**config.mk**
```make
export PLATFORM = sky130hd
export DESIGN_NAME = rs232_rx_fifo
export DESIGN_NICKNAME = d
export VERILOG_FILES = /design/src/rtl/rxfifo_pkg.sv /design/src/rtl/rxfifo_ram.sv /design/src/rtl/rs232_rx_fifo.sv
export SDC_FILE = /design/constraint.sdc
export NUM_CORES = 1
export LEC_CHECK = 0
export CORE_UTILIZATION = 25
export DETAILED_ROUTE_END_ITERATION = 10
export PLACE_DENSITY = 0.44
export SKIP_CTS_REPAIR_TIMING = 1
export SLEW_MARGIN = 10
export SYNTH_ARGS = -nofsm -noshare
export SYNTH_HDL_FRONTEND = slang
export SYNTH_HIERARCHICAL = 1
export SYNTH_SLANG_ARGS = --single-unit
```
**constraint.sdc**
```tcl
create_clock -name clk_i -period 2.9 [get_ports clk_i]
set_input_delay 0.58 -clock clk_i [delete_from_list [all_inputs] [get_ports clk_i]]
set_output_delay 0.58 -clock clk_i [all_outputs]
set_load 0.02 [all_outputs]
```
**src/rtl/rxfifo_pkg.sv**
```systemverilog
// Shared definitions for the RS232 receive FIFO: capture FSM encoding,
// default geometry/flow-control marks and status-word bit positions.
package rxfifo_pkg;

    localparam int DEPTH_DEF   = 16;
    localparam int HI_MARK_DEF = 12;
    localparam int LO_MARK_DEF = 4;

    typedef enum logic [1:0] {
        ST_IDLE = 2'd0,
        ST_ACK  = 2'd1,
        ST_HOLD = 2'd2
    } cap_state_t;

    // Bit positions in the I/O address 3 status word.
    localparam int STAT_RDY   = 0;
    localparam int STAT_RDYTX = 1;
    localparam int STAT_FULL  = 2;
    localparam int STAT_OVR   = 3;

endpackage

```
**src/rtl/rxfifo_ram.sv**
```systemverilog
// DEPTH x 8 storage: synchronous write, asynchronous (combinational) read.
module rxfifo_ram #(
    parameter int DEPTH = 16
) (
    input  logic                     clk_i,
    input  logic                     we_i,
    input  logic [$clog2(DEPTH)-1:0] waddr_i,
    input  logic [7:0]               wdata_i,
    input  logic [$clog2(DEPTH)-1:0] raddr_i,
    output logic [7:0]               rdata_o
);

    logic [7:0] mem_q [DEPTH];

    always_ff @(posedge clk_i) begin
        if (we_i) begin
            mem_q[waddr_i] <= wdata_i;
        end
    end

    assign rdata_o = mem_q[raddr_i];

endmodule

```
**src/rtl/rs232_rx_fifo.sv**
```systemverilog
// RS232 receive FIFO: acks each byte via rdy/done (push visible after the capture edge), FWFT read side,
// overrun drops bytes when full and sets sticky ovr. Optional RTS hysteresis under RXFIFO_RTS_EN.
module rs232_rx_fifo
    import rxfifo_pkg::*;
#(
    parameter int DEPTH = DEPTH_DEF
`ifdef RXFIFO_RTS_EN
    ,
    parameter int HI_MARK = HI_MARK_DEF,
    parameter int LO_MARK = LO_MARK_DEF
`endif
) (
    input  logic                     clk_i,
    input  logic                     rst_i,
    input  logic [7:0]               rx_data_i,
    input  logic                     rx_rdy_i,
    output logic                     rx_done_o,
    input  logic                     rd_i,
    input  logic                     clr_i,
    output logic [7:0]               dout_o,
    output logic                     rdy_o,
    output logic                     full_o,
    output logic                     ovr_o,
    output logic [$clog2(DEPTH):0]   level_o
`ifdef RXFIFO_RTS_EN
    ,
    output logic                     rts_n_o
`endif
);

    localparam int AW = $clog2(DEPTH);
    localparam int LW = AW + 1;

    cap_state_t      state_q, state_d;
    logic [AW-1:0]   wr_ptr_q, wr_ptr_d, rd_ptr_q, rd_ptr_d;
    logic [LW-1:0]   level_q, level_d;
    logic            rdy_q, full_q, ovr_q, ovr_d, rx_done_q, rx_done_d;
    logic            capture, push, pop, drop;
    logic [7:0]      ram_rdata;

    assign capture = (state_q == ST_IDLE) && rx_rdy_i;
    assign pop     = rd_i && rdy_q;
    // A pop in the same cycle frees the slot, so a full FIFO can still accept.
    assign push    = capture && (!full_q || pop);
    assign drop    = capture && !push;

    always_ff @(posedge clk_i) begin
        if (rst_i) begin
            state_q <= ST_IDLE;
        end else begin
            state_q <= state_d;
        end
    end

    always_comb begin
        state_d = state_q;
        unique case (state_q)
            ST_IDLE: if (rx_rdy_i) state_d = ST_ACK;
            ST_ACK:  state_d = ST_HOLD;
            ST_HOLD: state_d = ST_IDLE;
            default: state_d = ST_IDLE;
        endcase
    end

    always_comb begin
        rx_done_d = (state_d == ST_ACK);
    end

    always_comb begin
        wr_ptr_d = wr_ptr_q;
        rd_ptr_d = rd_ptr_q;
        level_d  = level_q;
        ovr_d    = ovr_q;
        if (clr_i) begin
            wr_ptr_d = '0;
            rd_ptr_d = '0;
            level_d  = '0;
            ovr_d    = 1'b0;
        end else begin
            if (push) wr_ptr_d = wr_ptr_q + 1'b1;
            if (pop)  rd_ptr_d = rd_ptr_q + 1'b1;
            if (push && !pop)      level_d = level_q + 1'b1;
            else if (pop && !push) level_d = level_q - 1'b1;
            if (drop) ovr_d = 1'b1;
        end
    end

    always_ff @(posedge clk_i) begin
        if (rst_i) begin
            wr_ptr_q  <= '0;
            rd_ptr_q  <= '0;
            level_q   <= '0;
            rdy_q     <= 1'b0;
            full_q    <= 1'b0;
            ovr_q     <= 1'b0;
            rx_done_q <= 1'b0;
        end else begin
            wr_ptr_q  <= wr_ptr_d;
            rd_ptr_q  <= rd_ptr_d;
            level_q   <= level_d;
            rdy_q     <= (level_d != '0);
            full_q    <= (level_d == LW'(DEPTH));
            ovr_q     <= ovr_d;
            rx_done_q <= rx_done_d;
        end
    end

    rxfifo_ram #(.DEPTH(DEPTH)) u_ram (
        .clk_i   (clk_i),
        .we_i    (push && !clr_i),
        .waddr_i (wr_ptr_q),
        .wdata_i (rx_data_i),
        .raddr_i (rd_ptr_q),
        .rdata_o (ram_rdata)
    );

    assign dout_o    = rdy_q ? ram_rdata : 8'h00;
    assign rdy_o     = rdy_q;
    assign full_o    = full_q;
    assign ovr_o     = ovr_q;
    assign level_o   = level_q;
    assign rx_done_o = rx_done_q;

`ifdef RXFIFO_RTS_EN
    logic rts_q;

    always_ff @(posedge clk_i) begin
        if (rst_i) begin
            rts_q <= 1'b0;
        end else if (level_q >= LW'(HI_MARK)) begin
            rts_q <= 1'b1;
        end else if (level_q <= LW'(LO_MARK)) begin
            rts_q <= 1'b0;
        end
    end

    assign rts_n_o = rts_q;
`endif

endmodule

```
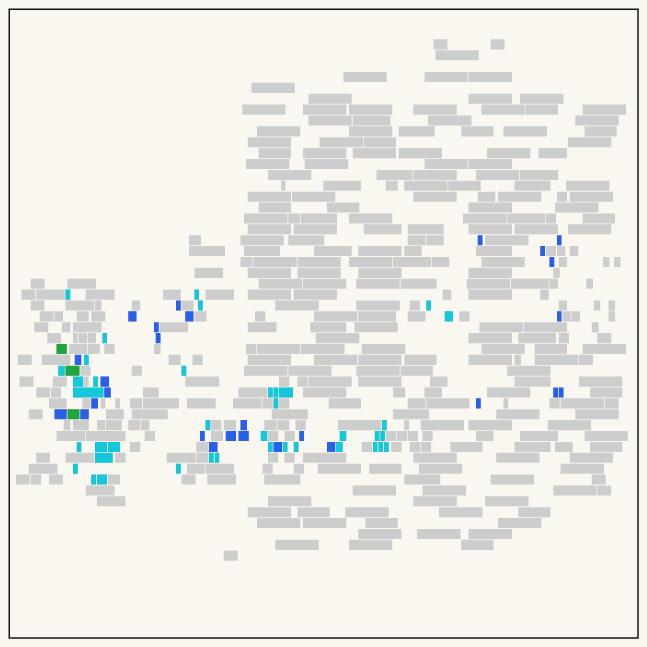
**Above:** run 1 (gate families picked out).
Scale: 4 px per um.
- blue: nand cells (cells 27)
- green: non-inverting ao/oa cells (cells 3)
- cyan: nor cells (cells 39)
multi-input combinational area share: 22.4%
final non-filler cell total: 729
Commonest Layout Cell: edfxtp_1

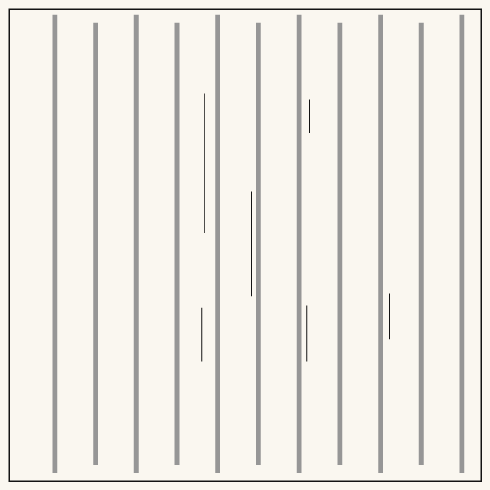
**Above:** run 1 (signal wires on met4).
Scale: 3 px per um. Supply wires on this layer in grey.
- longest straight run: 46.2 um
- share of all routed wire: 1.1%
- wire length on this layer: 143 um
- main direction: vertical
via count: 3138
Routed Wire Length: 12.8 mm

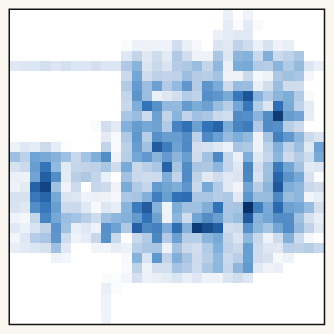
**Above:** run 1 (signal metal coverage by tile).
Scale: 2 px per um. 31 x 31 tiles, from white (low) to dark blue (high), scaled to the fullest tile. Values are wire area over tile area, all layers added.
- tiles over half the peak: 14%
- mean over tiles: 0.080
- densest ninth of the die: centre
Tot GR Track Use: 11.1%
WL/cell: 17.6 um

==> summary.txt, run 1 <==
run metrics: Leak roughly 2.4 nW, cycle use final between 90% and 100%, asr flop ratio synth 0%, Setup Crit Path Kind reg -> out, pwr dens roughly 630 mW/mm2, met2 Use GR 17.6%, clock network contribution to total cell area between 7 and 8%, tool warnings 27, FFs & Latches roughly 150, cells after synthesis about 330, largest net degree at the start of global routing 33, Critical Path Start Type flip-flop, Hold Crit Endpoint ovr_o, DR DRC count 0, min-delay src ovr_o, Via density around 4.3, busiest layer in global routing met2, Unique masters post-synth 49, Num CTS Buffers 17, combinational logic power 224 uW, r2r setup slk about 0.67 ns, non-clock inverter total of the final layout 4, # diodes 0, clk buf depth 2, Worst Setup EP dout_o[5], CTS root buf clkbuf_16, clk_buf instances 18, flop share of the area between 50% and 60%, Fill cells about 2300, AND-OR/OR-AND Cells, Area Fraction 3.95%, Max Freq about 0.36 GHz, status finished, final reports clean, Sw Pwr ~1.0 mW, Switching Fraction 21.4%, I/O pin total 30, Crit path required time between 2 and 2.5 ns
-- run 1: synthesized netlist by cell type, types with 2 or more instances --
library cell	count	area [um2]
xnor2_1	3	26.3
inv_1	4	15.0
a21oi_1	3	15.0
clkbuf_1	3	11.3
clkdlybuf4s25_2	3	30.0
edfxtp_1	128	3840
buf_4	2	15.0
mux4_1	14	368
xor2_1	4	35.0
nand4_1	4	25.0
nand2b_1	2	12.5
nand3b_1	2	15.0
dfxtp_1	19	380
nand3_1	4	20.0
buf_6	4	45.0
nand2_1	13	48.8
ha_1	4	50.1
a31oi_1	3	18.8
nor3b_1	2	15.0
nor4b_1	2	17.5
mux4_2	18	405
and2_1	12	75.1
mux2i_1	2	20.0
a22oi_1	16	120
buf_2	3	15.0
nor3_1	5	25.0
nor2_1	27	101
-- run 1: critical path: cells and delay by family (launching register included) --
kind	cells	cell delay, ns
AND/OR/NAND/NOR	2	0.23
multiplexers	1	0.57
buffers and inverters	2	0.35
AND-OR/OR-AND	1	0.22
flip-flops	1	0.43
-- run 1: metrics by stage --
step | TNS [ns] | total power, mW | std cells | worst slack [ns]
6_report | 0 | 4.70 | 729 | 0.0992
5_1_grt | 0 | 4.87 | 729 | 0.00755
4_1_cts | -2.87 | 4.76 | 727 | -0.400
3_5_place_dp | -0.111 | 2.60 | 695 | -0.0223
3_3_place_gp | 0 | 2.60 | 695 | 0.0212
2_1_floorplan | 0 | 2.49 | 328 | 0.175
-- run 1: sequential cells by signal (all words and copies together), names as in the netlist --
signal,flops
rdy_o,1
state_q,2
wr_ptr_q,4
ovr_o,1
rx_done_o,1
rd_ptr_q,4
full_o,1
level_o,5
u_ram/mem_q,128
==> inputs of run 2 (changes only) <==
--- a/config.mk
+++ b/config.mk
@@ -9,7 +9,7 @@
 export DETAILED_ROUTE_END_ITERATION = 10
 export PLACE_DENSITY = 0.44
 export SKIP_CTS_REPAIR_TIMING = 1
-export SLEW_MARGIN = 10
+export SLEW_MARGIN = 20
 export SYNTH_ARGS = -nofsm -noshare
 export SYNTH_HDL_FRONTEND = slang
 export SYNTH_HIERARCHICAL = 1
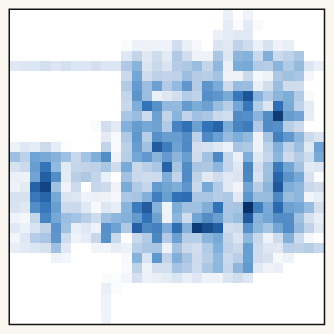
**Above:** run 2 (signal metal coverage by tile).
Scale: 2 px per um. 31 x 31 tiles, from white (low) to dark blue (high), scaled to the fullest tile. Values are wire area over tile area, all layers added.

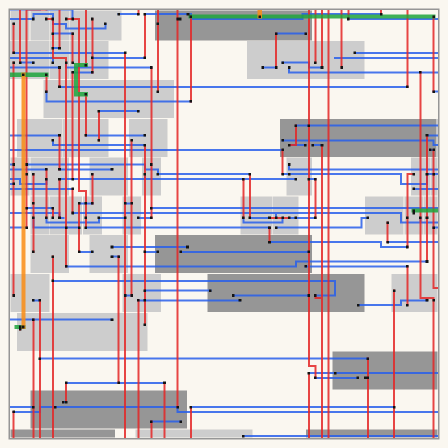
**Above:** run 2 (close-up of the layout).
Region (63, 32) to (93, 62) um. Cells in grey, sequential cells in the stronger grey; small squares are vias.
- green: M3
- red: M2
- orange: M4
- blue: M1
- sequential cells in the window: 6
- netlist names of flops here include: u_ram/mem_q (6)
- cells with their middle in the window: 37
- most frequent: buf_4 (10), nor2_1 (9), edfxtp_1 (6)

==> run 2 against run 1 <==
Net effect: critical path depth unchanged; total power stayed put; fmax is the same; count of clock-buffer cells in the layout stayed put; worst setup slack unchanged; design area unchanged; clock skew did not move; global-route usage did not move; critical endpoint unchanged; largest power group unchanged.
==> summary.txt, run 2 <==
run metrics: Most flops, register u_ram/mem_q, Tot GR Track Use 11.1% (unchanged), Hold Crit Endpoint ovr_o, Leak 2.43 nW (unchanged), tool warnings 27 (unchanged), clk buf depth 2 (unchanged), internal power about 3.7 mW, #FFs+latches synth 147, most frequent cell after synthesis edfxtp_1, DR DRC count 0 (unchanged), Switching Fraction 21.4% (unchanged), Unique masters post-synth 49 (unchanged), WL/cell 17.6 um (unchanged), met2 Use GR 17.6% (unchanged), biggest area cells edfxtp_1 (64%), mux4_2 (6.8%), dfxtp_1 (6.3%), Routed Wire Length 12.8 mm (unchanged), H-tree levels 4, asr flop ratio synth 0% (unchanged), Synth area leader edfxtp_1, Final ANT Viol Nets 0, combinational logic power 224 uW (about the same), max reg flops 128 (unchanged), status finished, final reports clean, row count 56, Top cell area share 64.1% (unchanged), Setup Crit Path Kind reg -> out, pwr dens 625 mW/mm2 (unchanged), Commonest cells post-synth edfxtp_1 (128), nor2_1 (27), dfxtp_1 (19), Critical Path Start Type flip-flop, Commonest Layout Cell edfxtp_1, largest net degree at the start of global routing 33 (unchanged), Fill cells 2274 (unchanged), worst path arrival time between 2 and 2.5 ns, via count 3138 (unchanged), Crit path required time 2.32 ns (about the same), # diodes 0 (unchanged), Via density 4.30 (unchanged), cycle use final 96.6% (unchanged), busiest layer in global routing met2, Max Freq 0.357 GHz (unchanged), cells after synthesis 328 (unchanged), Sw Pwr 1.01 mW (unchanged), Num CTS Buffers 17 (unchanged), setup TNS 0 ns (unchanged), CTS root buf clkbuf_16
## run 2: cell counts after synthesis
Identical to the previous run, type by type.
## run 2: logic make-up after synthesis
logic type / count (synthesis) / synth area share [%]
buf+inv: 19 / 2.19
flops: 147 / 70.5
compound gates: 29 / 3.95
simple gates: 87 / 8.10
mux: 35 / 13.4
xor+xnor: 7 / 1.02
fa+ha+maj: 4 / 0.835
## run 2: layout make-up
cell class / count / area, um2 / area share, %
multi-input combinational: 162 / 1690 / 22.4
clock buffer: 18 / 429 / 5.71
inverter: 4 / 15.0 / 0.200
tap: 319 / 399 / 5.31
timing repair buffer: 65 / 606 / 8.06
clock inverter: 14 / 154 / 2.05
sequential: 147 / 4230 / 56.2
## run 2: worst max-delay path, stage by stage (launching register included)
cell	delay (ns)
dfxtp_4	0.43
clkbuf_16	0.20
mux4_1	0.57
a22oi_2	0.22
nand2_1	0.07
and2_1	0.16
clkbuf_2	0.15
## run 2: through the flow
stage / util, % / hold WS, ns / total power [mW] / std cells / setup WS, ns
after floorplan: - / 0.480 / 2.49 / 328 / 0.175
after global placement: 29.3 / 0.473 / 2.60 / 695 / 0.0212
after detailed placement: 29.3 / 0.464 / 2.60 / 695 / -0.0223
after CTS: 31.8 / 0.491 / 4.76 / 727 / -0.400
after global routing: 32.0 / 0.535 / 4.87 / 729 / 0.00755
final: 32.0 / 0.491 / 4.70 / 729 / 0.0992
## run 2: how the worst max path moves through the flow
stage | cells past startpoint | endpoint | slack, ns
floorplan | 6 | u_ram/mem_q[2][0] | 0.18
global placement | 7 | u_ram/mem_q[1][1] | 0.02
detailed placement | 7 | u_ram/mem_q[1][3] | -0.02
CTS | 6 | dout_o[2] | -0.40
global route | 6 | dout_o[1] | 0.008
finish | 6 | dout_o[5] | 0.1
==> inputs of run 3 (changes only) <==
--- a/config.mk
+++ b/config.mk
@@ -8,6 +8,7 @@
 export CORE_UTILIZATION = 25
 export DETAILED_ROUTE_END_ITERATION = 10
 export PLACE_DENSITY = 0.44
+export REMOVE_ABC_BUFFERS = 1
 export SKIP_CTS_REPAIR_TIMING = 1
 export SLEW_MARGIN = 20
 export SYNTH_ARGS = -nofsm -noshare
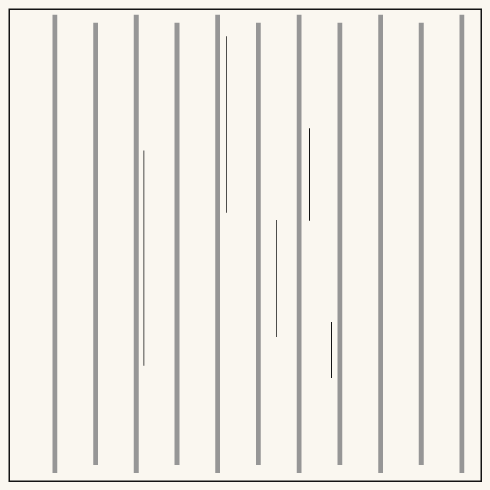
**Above:** run 3 (signal wires on met4).
Scale: 3 px per um. Supply wires on this layer in grey.
- wire length on this layer: 218 um
- main direction: vertical
- longest straight run: 71.4 um
- nets with wire on the layer: 2
via count: 3190
Routed Wire Length: 13.4 mm

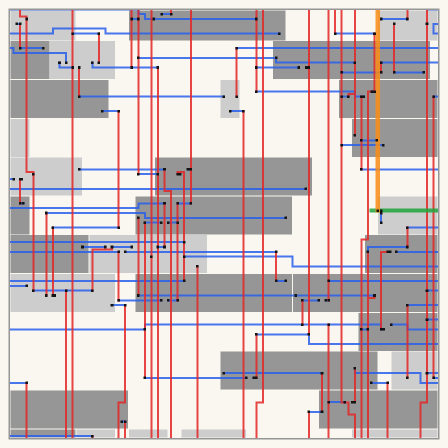
**Above:** run 3 (close-up of the layout).
Region (63, 32) to (93, 62) um. Cells in grey, sequential cells in the stronger grey; small squares are vias.

==> run 3 against run 2 <==
Net effect: via count up 1.7%; clock skew about the same; total power is 0.21% higher; non-clock buffer count is 7 higher; synthesized cell count stayed put; sequential power about the same; die area unchanged; sequential share of layout area fell by 0.42 points; critical path type unchanged; largest cell class unchanged.
==> summary.txt, run 3 <==
run metrics: biggest area cells edfxtp_1 (64%), mux4_2 (6.8%), dfxtp_1 (6.3%), DR DRC count 0 (unchanged), internal power 3.70 mW (+0.14%), WL/cell 18.3 um (+4.0%), Crit path required time 2.32 ns (about the same), Most flops, register u_ram/mem_q, Switching Fraction 21.4% (+0.055 points), #FFs+latches synth 147 (unchanged), Slowest-stage cell, CP mux4_1, Commonest cells post-synth edfxtp_1 (128), nor2_1 (27), dfxtp_1 (19), pwr dens 622 mW/mm2 (-0.53%), Setup Crit Path Kind reg -> out, max reg flops 128 (unchanged), cycle use final 97.3% (+0.77 points), Final ANT Viol Nets 0 (unchanged), CP max stage delay 0.56 ns (about the same), row count 56 (unchanged), asr flop ratio synth 0% (unchanged), status finished, final reports clean, cells after synthesis 328 (unchanged), Setup WS pre-CTS -0.108 ns (-0.0855 ns), WP buf/inv 2 (unchanged), most frequent cell after synthesis edfxtp_1, clk buf depth 2 (unchanged), CTS root buf clkbuf_16, tool warnings 27 (unchanged), Top cell area share 64.1% (unchanged), Leak 2.51 nW (+3.4%), post-layout worst setup margin 0.0770 ns (-0.0223 ns), combinational logic power 240 uW (+7%), Top delay family on crit path multiplexers, Unique masters post-synth 49 (unchanged), Num CTS Buffers 17 (unchanged), Via density 4.34 (+0.83%), Synth area leader edfxtp_1, Commonest Layout Cell edfxtp_1, # diodes 0 (unchanged), Critical Path Start Type flip-flop
## run 3: cell count changes in the layout (fill, tap and decap cells not counted), sizes merged
cell          delta
clkinvlp         +4
dlymetal6s2s     +4
clkbuf           -4
inv              +1
clkinv           -6
buf              +7
## run 3: area by class of cell
cell class                 instances  area (um2)  share of cell area (%)
inverter                           4        15.0                   0.198
timing repair buffer              72         676                    8.92
clock buffer                      18         429                    5.67
tap                              319         399                    5.27
sequential                       147        4230                    55.8
multi-input combinational        162        1680                    22.1
clock inverter                    13         150                    1.98
## run 3: per-layer routing
| metal | GRT usage [%] | share of wire [%] |
|---|---|---|
| met2 | 18.5 | 47 |
| met3 | 2.66 | 2.2 |
| met5 | 0 | 0 |
| met4 | 4.62 | 1.6 |
| met1 | 15.1 | 49 |
## run 3: worst paths after layout
path	end	slack, ns	cells past startpoint
min reg2reg	ovr_o	0.47	2
max reg2reg	u_ram/mem_q[0][3]	0.63	6
max	dout_o[2]	0.08	6
min	ovr_o	0.47	2
## run 3: stage by stage
| stage | instances | total power [mW] | TNS, ns | util, % | hold slack [ns] |
|---|---|---|---|---|---|
| after floorplan | 313 | 2.48 | -2.13 | - | 0.476 |
| after global placement | 693 | 2.60 | -1.93 | 29.2 | 0.455 |
| after detailed placement | 693 | 2.61 | -1.93 | 29.2 | 0.466 |
| after CTS | 724 | 4.76 | -2.83 | 31.6 | 0.481 |
| after global routing | 735 | 4.87 | -0.0642 | 32.3 | 0.528 |
| final | 735 | 4.71 | 0 | 32.3 | 0.473 |
## run 3: kinds of logic after synthesis
group / after synthesis / synth area share (%)
buffers and inverters: 19 / 2.19
DFF: 147 / 70.5
xor gates and xnor gates: 7 / 1.02
AOI/OAI and AO/OA: 29 / 3.95
and+or+nand+nor: 87 / 8.10
muxes: 35 / 13.4
adders and majority gates: 4 / 0.835
Power and IR drop assume default switching activity.
